==> config.mk <==
export PLATFORM = sky130hd
export DESIGN_NAME = fetch_ctrl_seq
export DESIGN_NICKNAME = d
export VERILOG_FILES = /design/src/rtl/ctrl_pkg.sv /design/src/rtl/ctrl_pc.sv /design/src/rtl/fetch_ctrl_seq.sv
export SDC_FILE = /design/constraint.sdc
export NUM_CORES = 1
export LEC_CHECK = 0
export ABC_AREA = 1
export CORE_AREA = 2 2 60 62
export DETAILED_ROUTE_END_ITERATION = 10
export DIE_AREA = 0 0 62 64
export SYNTH_ARGS = -nofsm -noshare
export SYNTH_HDL_FRONTEND = slang
export SYNTH_SLANG_ARGS = --single-unit
==> constraint.sdc <==
create_clock -name clk -period 1.74 [get_ports clk]
set_clock_uncertainty 0.05 [all_clocks]
set_input_delay 0.435 -clock clk [delete_from_list [all_inputs] [get_ports clk]]
set_output_delay 0.435 -clock clk [all_outputs]
set_load 0.005 [all_outputs]
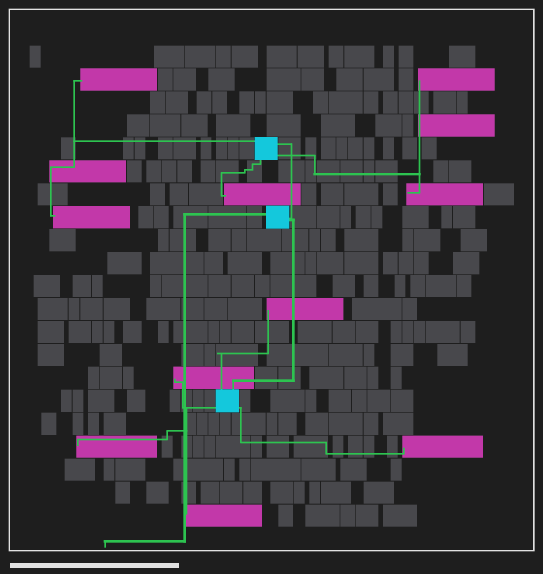
clock_wires.png
Scale bar: 20 µm.
legend:
  cyan:
    item: clock-net drivers
    count: 3
  green:
    item: clock wires
    length: 273 µm
  magenta:
    item: flip-flops
    count: 12
flops lie: spread over the die
routed clock nets: 4
clk latency late pin: 300 ps
clock network power: 0.255 mW
clock share of power: 0.064

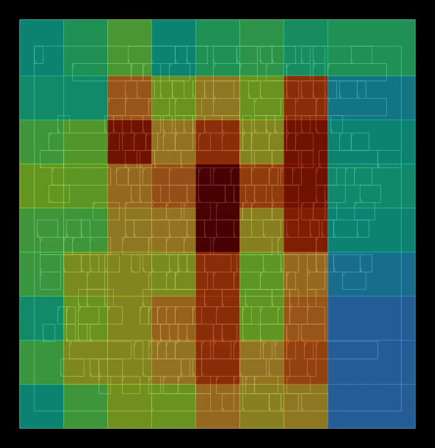
congestion_map.png
routed wirelength normalized by instance count: 14.3 µm
GR met3 Demand/Resource: 0.0283
Finished Core Util: 0.652
most utilized layer in the global route result: met2

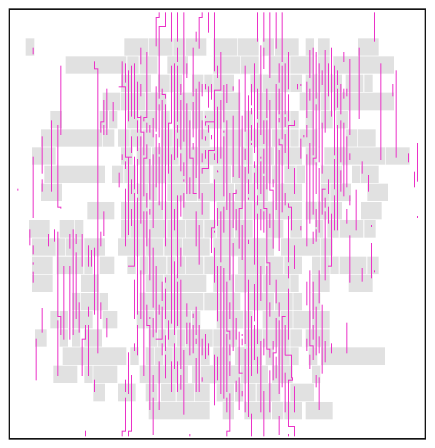
m2.png
wire length on this layer: 2300 µm
share of all routed wire: 50%
Vias: 1645
Final Routed Wirelength: 4620 µm
met2 capacity usage during global routing: 0.376

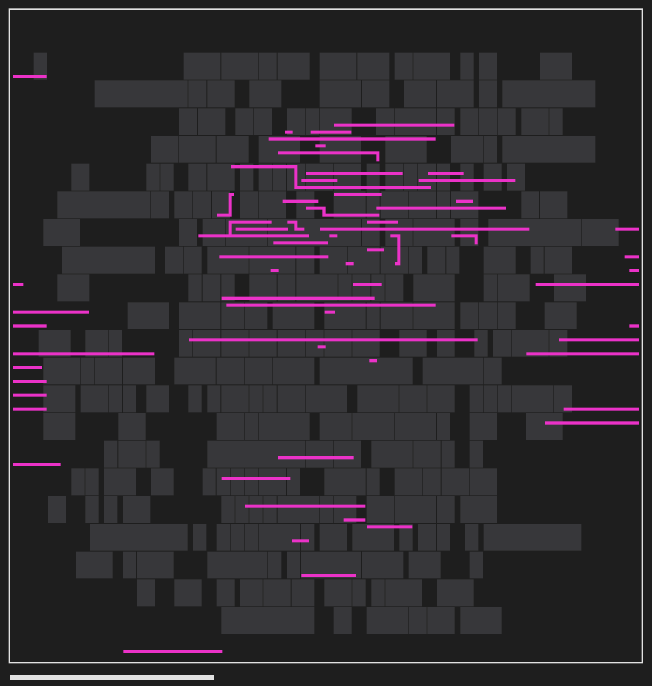
m3.png
Scale bar: 20 µm.
longest straight run: 28.1 µm
share of all routed wire: 8.6%
main direction: horizontal

==> flow report <==
==========================================================================================
Fmax ........................................................................      467 MHz
Syn. warnings ...............................................................            0
Proportion of cell area spent on the clock network ..........................       0.0169
Post-layout period usage ....................................................         1.23
Core Box Area ...............................................................  0.00328 mm²
Final count of negative-setup-slack endpoints ...............................           21
Cell type of the slowest stage on the worst timing path ..................... sky130_fd_sc_hd__dfrtp_2
Sequential fraction of design power .........................................        0.134
Slew Viols, Final ...........................................................            0
Top area cell types ......................................................... sky130_fd_sc_hd__dfrtp_1 26%, sky130_fd_sc_hd__nand3_1 17%, sky130_fd_sc_hd__nand2_1 14%, sky130_fd_sc_hd__inv_1 6.3%, sky130_fd_sc_hd__o21ai_2 5.4%
Count of nets after finishing ...............................................          294
Final estimated routing congestion in global placement ......................        0.871
Dominant logic cell type in the layout ...................................... sky130_fd_sc_hd__buf_4
Final cell count without fillers ............................................          322
DR WL met2 ..................................................................      2300 µm
Critical path type .......................................................... register to primary output
Highest metal layer with signal wires .......................................         met4
Worst Path Required .........................................................      1250 ps
Filler cell count ...........................................................          277
Largest Pwr Group ........................................................... combinational cells
H-tree depth ................................................................            1
Syn nets ....................................................................          188
Worst Path Buf+Inv ..........................................................            3
Routed metal-1 wire length ..................................................      1790 µm
Setup repair bufs after CTS .................................................           24
Summed instance area of the synthesized netlist .............................  0.00114 mm²
RSZ-0062 raised after global routing ........................................         true
Share of power burned in combinational logic ................................        0.801
Top flip-flop cell by instance count after synthesis ........................ sky130_fd_sc_hd__dfrtp_1
IO Port Bufs ................................................................           40
Largest net degree at the start of global routing ...........................           13
Finished Cell Area ..........................................................  0.00214 mm²
Total tool warning count ....................................................           28
Simple-gate portion of the synthesized area .................................        0.475
Wire length of the first global-routing pass ................................      7000 µm
CTS hold repair buffers .....................................................            0
Worst R2R Path Depth ........................................................            9
Met1 global-route usage .....................................................        0.307
Worst voltage drop across the vdd grid ......................................   0.000823 V
Arrival time at the worst endpoint ..........................................      1660 ps
Area figure in the yosys stat output ........................................  0.00114 mm²
Total number of multi-input combinational cells .............................          131
Row cnt .....................................................................           21
Synth unique cells ..........................................................           27
Width of the chip ...........................................................        62 µm
Dominant cell type by area after synthesis .................................. sky130_fd_sc_hd__dfrtp_1
Worst path cell trace ....................................................... buf_6 > nor2_4 > nand2_4 > nand2_4 > nor2_4 > buf_6 > o21ai_2 > buf_2
Top cells by instance count after synthesis ................................. 41 x sky130_fd_sc_hd__nand2_1, 39 x sky130_fd_sc_hd__nand3_1, 19 x sky130_fd_sc_hd__inv_1
Critical path peak fanout ...................................................            5
Count of clock-net buffers in the final layout ..............................            4
Overall power ...............................................................      3.97 mW
Category of the worst setup path launch point ...............................     register
Worst slack, placed .........................................................      -643 ps
Share of the final layout cell area in multi-input gates ....................        0.357
Delay contributed by the slowest stage of the critical path .................       470 ps
Internal power consumption ..................................................      2.22 mW
Non-clock buffering overhead in the final layout ............................        0.414
Leakage .....................................................................      1.15 nW
Area of placed instances ....................................................  0.00183 mm²
Power drawn by the combinational cells ......................................      3.18 mW
Vias/cell ...................................................................         5.11
Fraction of layout instances using a drive strength above 1 .................        0.467
Effective utilization at floorplan ..........................................        0.346
Detailed placer's ending HPWL ...............................................      2970 µm
Overall overflow remaining after global route ...............................            0
Nonclk buf count ............................................................          105
Flip-flop count of the largest register, all copies and words added .........            8
Seq_cells ...................................................................           12
Clock tree from TritonCTS ...................................................          yes
Top logic cells by instance count in the layout ............................. 45 x sky130_fd_sc_hd__buf_4, 39 x sky130_fd_sc_hd__nand3_1, 38 x sky130_fd_sc_hd__nand2_1
Vias in the first global route ..............................................         1521
CP delay by family, top .....................................................   flip-flops
Violated checks ............................................................. setup timing
Root cell of the clock tree ................................................. sky130_fd_sc_hd__clkbuf_4
Yosys adder share ...........................................................       0.0110
Non-clock inverter count ....................................................           24
Xor-xnor portion of the synthesized cell area ...............................       0.0231
Final hold violation count ..................................................            0
Fraction of registers with async set/reset ..................................         1.00
Flop+latch power ............................................................     0.534 mW
Met3 wire len ...............................................................       396 µm
Instance count of the mapped netlist ........................................          171
Fraction of power spent switching nets ......................................        0.442
Status ...................................................................... finished with violations
Total Neg Setup Slack .......................................................     -4310 ps
Worst R2R Setup Slack .......................................................       -40 ps
Register area share after synthesis .........................................        0.264
Endpoint class of the critical path ......................................... primary output
DR iter-0 viols .............................................................          139
Antenna violations before repair ............................................            0
Dominant kind of cell by area ...............................................      buffers
Number of buffers added by the clock tree synthesis step ....................            3
Most numerous cell in the Yosys netlist ..................................... sky130_fd_sc_hd__nand2_1
Total of cells resized after clock tree synthesis ...........................          111
Mean cell area of the mapped netlist ........................................     6.64 µm²
Max Cap Viol ................................................................            0
Combinational family with the most area after synthesis ..................... simple AND/OR/NAND/NOR gates
Total die area ..............................................................  0.00397 mm²
Vertical die size ...........................................................        64 µm
FF+latch count, synth .......................................................           12
Class of the worst hold path ................................................ input pin to asynchronous set/reset pin
Global Route Usage Sum ......................................................        0.237
Register fraction of the total cell area ....................................        0.142
Post-route setup slack ......................................................      -400 ps
Clock edge transition at the registers on the reported setup and hold paths .       100 ps
Complex Gates by Area .......................................................        0.113
DRT antenna net count .......................................................            0
Tap cell count ..............................................................           46
Maximum buffer depth of the clock tree ......................................            2
Final hold slack ............................................................       395 ps
Count of flip-flops with a built-in enable after synthesis ..................            0
Cell count in the Yosys report ..............................................          171
Placed instance count .......................................................          289
Footprint of the flip-flops and latches .....................................      304 µm²
# IOs .......................................................................           42
Combinational Area ..........................................................      764 µm²
Remaining design rule violation count .......................................            0
TritonRoute pass-1 iters ....................................................            4
Switching Power .............................................................      1.76 mW
Synthesis-to-layout area growth .............................................        88.4%
Areal power density over the cells ..........................................  1850 mW/mm²
Number of inserted diodes ...................................................            0
Crit. path cell count .......................................................            8
Number of sinks handled by clock tree synthesis .............................           12
Final critical delay including setup and external delays ....................      2140 ps
==========================================================================================
Power and IR drop assume default switching activity.
